File: config.mk
export PLATFORM = sky130hd
export DESIGN_NAME = queue_dispatcher
export DESIGN_NICKNAME = d
export VERILOG_FILES = /design/src/rtl/queue_dispatcher.sv
export SDC_FILE = /design/constraint.sdc
export NUM_CORES = 1
export LEC_CHECK = 0
export CORE_MARGIN = 5
export CORE_UTILIZATION = 49
export CTS_BUF_LIST = sky130_fd_sc_hd__clkbuf_4
export DETAILED_ROUTE_END_ITERATION = 8
export GPL_TIMING_DRIVEN = 1
export PLACE_DENSITY = 0.78
export SYNTH_ARGS = -nofsm -noshare
export SYNTH_HDL_FRONTEND = slang
export SYNTH_SLANG_ARGS = --single-unit
File: constraint.sdc
create_clock -name clk -period 2.1 [get_ports clk]
set_input_delay 0.42 -clock clk [delete_from_list [all_inputs] [get_ports clk]]
set_output_delay 0.42 -clock clk [all_outputs]
set_load 0.01 [all_outputs]
File: src/rtl/queue_dispatcher.sv
// Client queue dispatcher: counts arriving clients, latches teller requests and
// hands out tickets round-robin, at most one dispatch every two cycles.
module queue_dispatcher #(
    parameter int N_TELLERS = 3,
    parameter int DEPTH     = 8,
    parameter int TW        = 8,
    localparam int CW       = $clog2(DEPTH + 1),
    localparam int GW       = $clog2(N_TELLERS)
) (
    input  logic                 clk,
    input  logic                 reset_n,
    input  logic                 client_in,
    input  logic [N_TELLERS-1:0] teller_req,
    output logic [CW-1:0]        q_count,
    output logic                 q_empty,
    output logic                 q_full,
    output logic                 q_drop,
    output logic [N_TELLERS-1:0] teller_pending,
    output logic                 serve_valid,
    output logic [GW-1:0]        serve_teller,
    output logic [TW-1:0]        serve_ticket
);

    typedef enum logic {IDLE, SERVE} state_t;

    state_t               state;
    state_t               next_state;
    logic                 client_prev;
    logic [N_TELLERS-1:0] teller_prev;
    logic                 client_rise;
    logic [N_TELLERS-1:0] teller_rise;
    logic [TW-1:0]        issue_cnt;
    logic [TW-1:0]        serve_cnt;
    logic [GW-1:0]        last_grant;
    logic [GW-1:0]        grant;
    logic [GW-1:0]        idx;
    logic                 found;
    logic [N_TELLERS-1:0] grant_mask;
    logic                 launch;
    logic                 accept;
    logic                 drop;

    assign client_rise = client_in & ~client_prev;
    assign teller_rise = teller_req & ~teller_prev;
    assign q_empty     = (q_count == '0);
    assign q_full      = (q_count == CW'(DEPTH));
    assign serve_valid = (state == SERVE);
    assign launch      = (state == IDLE) && (|teller_pending) && !q_empty;
    // A dispatch launching on the same edge frees a slot, so a full queue still accepts.
    assign accept      = client_rise && (!q_full || launch);
    assign drop        = client_rise && q_full && !launch;
    assign grant_mask  = {N_TELLERS{launch}} & (N_TELLERS'(1) << grant);

    // Round-robin search beginning just after the last granted teller.
    always_comb begin
        grant = '0;
        idx   = '0;
        found = 1'b0;
        for (int k = 1; k <= N_TELLERS; k++) begin
            idx = GW'((int'(last_grant) + k) % N_TELLERS);
            if (!found && teller_pending[idx]) begin
                grant = idx;
                found = 1'b1;
            end
        end
    end

    always_ff @(posedge clk or negedge reset_n) begin
        if (!reset_n) begin
            state <= IDLE;
        end else begin
            state <= next_state;
        end
    end

    always_comb begin
        next_state = state;
        case (state)
            IDLE:    if (launch) next_state = SERVE;
            SERVE:   next_state = IDLE;
            default: next_state = IDLE;
        endcase
    end

    always_ff @(posedge clk or negedge reset_n) begin
        if (!reset_n) begin
            client_prev    <= 1'b0;
            teller_prev    <= '0;
            q_count        <= '0;
            q_drop         <= 1'b0;
            teller_pending <= '0;
            issue_cnt      <= '0;
            serve_cnt      <= '0;
            serve_teller   <= '0;
            serve_ticket   <= '0;
            last_grant     <= GW'(N_TELLERS - 1);
        end else begin
            client_prev <= client_in;
            teller_prev <= teller_req;
            q_drop      <= drop;
            if (accept) begin
                issue_cnt <= issue_cnt + TW'(1);
            end
            case ({accept, launch})
                2'b10:   q_count <= q_count + CW'(1);
                2'b01:   q_count <= q_count - CW'(1);
                default: q_count <= q_count;
            endcase
            // A fresh request for the granted teller outranks the clear.
            teller_pending <= (teller_pending & ~grant_mask) | teller_rise;
            if (launch) begin
                serve_teller <= grant;
                serve_ticket <= serve_cnt;
                serve_cnt    <= serve_cnt + TW'(1);
                last_grant   <= grant;
            end
        end
    end

endmodule

**Met3 routing**

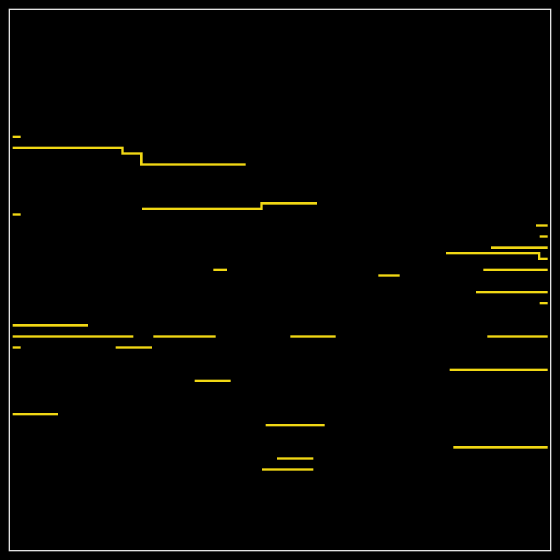
- nets with wire on the layer: 25
- share of all routed wire: 5.8%
- longest straight run: 14.5 um
- main direction: horizontal

**Selected gate families**

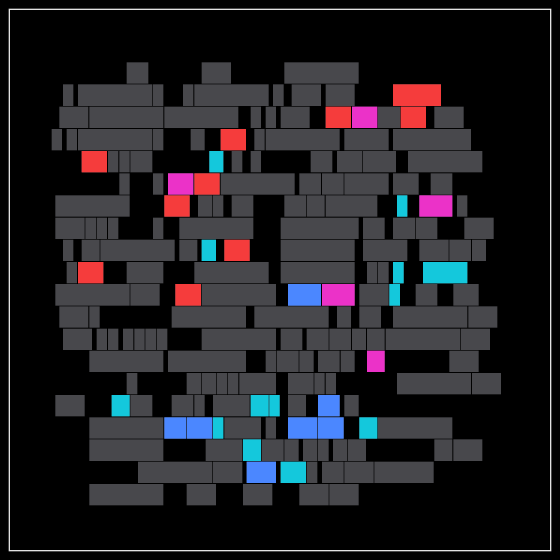
- red: XOR/XNOR gates (cells 10; most used xnor2_1)
- blue: AND-OR and OR-AND gates (cells 7; where bottom centre)
- magenta: AND and OR gates (cells 5)
- cyan: NOR gates (cells 13; most used nor2_1)

==> results.sh <==
# implementation run metrics
export IMPL_crit_path_start="q_count[0]"
export IMPL_edf_count=0
export IMPL_layout_top_cells="nand2_1, dfrtp_1, clkdlybuf4s50_1"
export IMPL_lay_top_count="nand2_1"
export IMPL_cts_htree_levels=2
export IMPL_setup_viol_count_final=0
export IMPL_wl_mm=3.352
export IMPL_cts_tree="done"
export IMPL_openroad_warnings=29
export IMPL_cp_buffers_inverters=1
export IMPL_dieArea_um2=4382
export IMPL_hold_viol=0
export IMPL_status="finished clean"
export IMPL_maxCapViolCount=0
export IMPL_wl_met2_mm=1.690
export IMPL_insertion_delay_ns=0.32
export IMPL_power_leader="combinational cells"
export IMPL_period_used_pct=96.17
export IMPL_ys_cells=151
export IMPL_crit_chain="or4_4, nand3_4, inv_4, nand2_4, xnor2_2, ha_2, nor2_1, a32oi_1, xnor2_1"
export IMPL_p_total_w=0.003248
export IMPL_fp_dieH_um=66.20
export IMPL_netSwitchingPower_w=0.001332
export IMPL_worst_slack_ns=0.08045
export IMPL_antenna_found_initial=0
export IMPL_cts_root_buffer="clkbuf_4"
export IMPL_cp_endpoint="q_count[2]"
export IMPL_combPwrFrac_pct=56.7
export IMPL_rr_startpoint="q_count[0]"
export IMPL_flop_area_um2=804.5
export IMPL_worstHoldPathType="in2async"
export IMPL_syn_inst=151
export IMPL_rrSetupSlack_ns=0.08
export IMPL_cts_repair_resized=3
export IMPL_maxSlewViolCount=0
export IMPL_vias=1236
export IMPL_route_detailed_drc=0
export IMPL_grt_overflow_total=0
export IMPL_num_rows=20
export IMPL_peakVddDrop_mv=0.7387
export IMPL_pin_count=27
export IMPL_ys_chip_area_um2=1548
export IMPL_post_dp_cell_area_um2=1943
export IMPL_finalNonFillerCells=238
export IMPL_maxSlewHeadroom_pct=59.59
export IMPL_pre_cts_slack_ns=-0.05437
export IMPL_synth_cell_types=42
export IMPL_die_width_um=66.20
export IMPL_yosys_area_top_type="dfrtp_1"
export IMPL_cp_end_kind="flip-flop"
export IMPL_swShare_pct=41.02
export IMPL_clock_power_share_pct=10.7
export IMPL_holdWs_ns=0.4682
export IMPL_p_leak_nw=0.9257
export IMPL_numPortBuffers=26
export IMPL_seq_power_w=0.00106
export IMPL_synth_flop_count=32
export IMPL_netlist_top_cells_area="dfrtp_1, nand2_1, xnor2_1, ha_1, dfstp_2"
export IMPL_wl_met3_um=192
export IMPL_path_clk_slew_ns=0.10
export IMPL_grt_max_degree=23
export IMPL_logic_area_um2=716.9
export IMPL_syn_area_per_cell_um2=10.25
export IMPL_p_comb_w=0.00184
export IMPL_startpoint_type="flip-flop"
export IMPL_fp_util_pct=50.70
export IMPL_ys_seq_share_pct=51.82
export IMPL_power_frac_seq_pct=32.6
export IMPL_cts_sinks=32
export IMPL_nets=204
export IMPL_cp_arrival_ns=2.27
export IMPL_yosys_top_cells_count="nand2_1, dfrtp_1, xnor2_1"
export IMPL_finalClockSkew_ns=0.009642
export IMPL_path_class="reg2reg"
export IMPL_place_gp_congestion=0.8047
export IMPL_area_growth_pct=31.45
export IMPL_synth_warnings=0
export IMPL_required_ns=2.35
export IMPL_met1Wirelength_mm=1.452
export IMPL_timing_rr_end="q_count[2]"
**Track usage over the die**

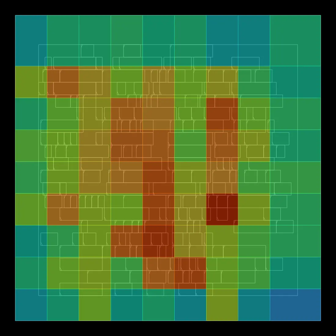
GR Util met2: 28.00%
gr busiest metal: met2
final core utilization: 66.64%
GRT Total Usage: 17.22%
met1 GRT Util: 21.28%

==> final cells by class <==
type | count | share of cell area (%)
inverters | 9 | 1.845
well taps | 44 | 2.706
clock buffers | 7 | 2.583
clock inverters | 1 | 0.1845
repair buffers | 39 | 17.90
flip-flops and latches | 32 | 39.54
multi-input cells | 106 | 35.24
==> state kept, by name, summed over array words and instances, names as in the netlist <==
register	flops
client_prev	1
serve_cnt	8
serve_ticket	8
teller_pending	3
serve_valid	1
teller_prev	3
serve_teller	2
q_drop	1
last_grant	1
q_count	4
==> cells by family after synthesis <==
kind of cell	share of synthesized area (%)
AND/OR/NAND/NOR	20.05
multiplexers	1.617
AND-OR/OR-AND	12.93
XOR/XNOR	5.659
flip-flops	51.82
adder cells (fa/ha/maj)	4.042
buffers and inverters	3.880
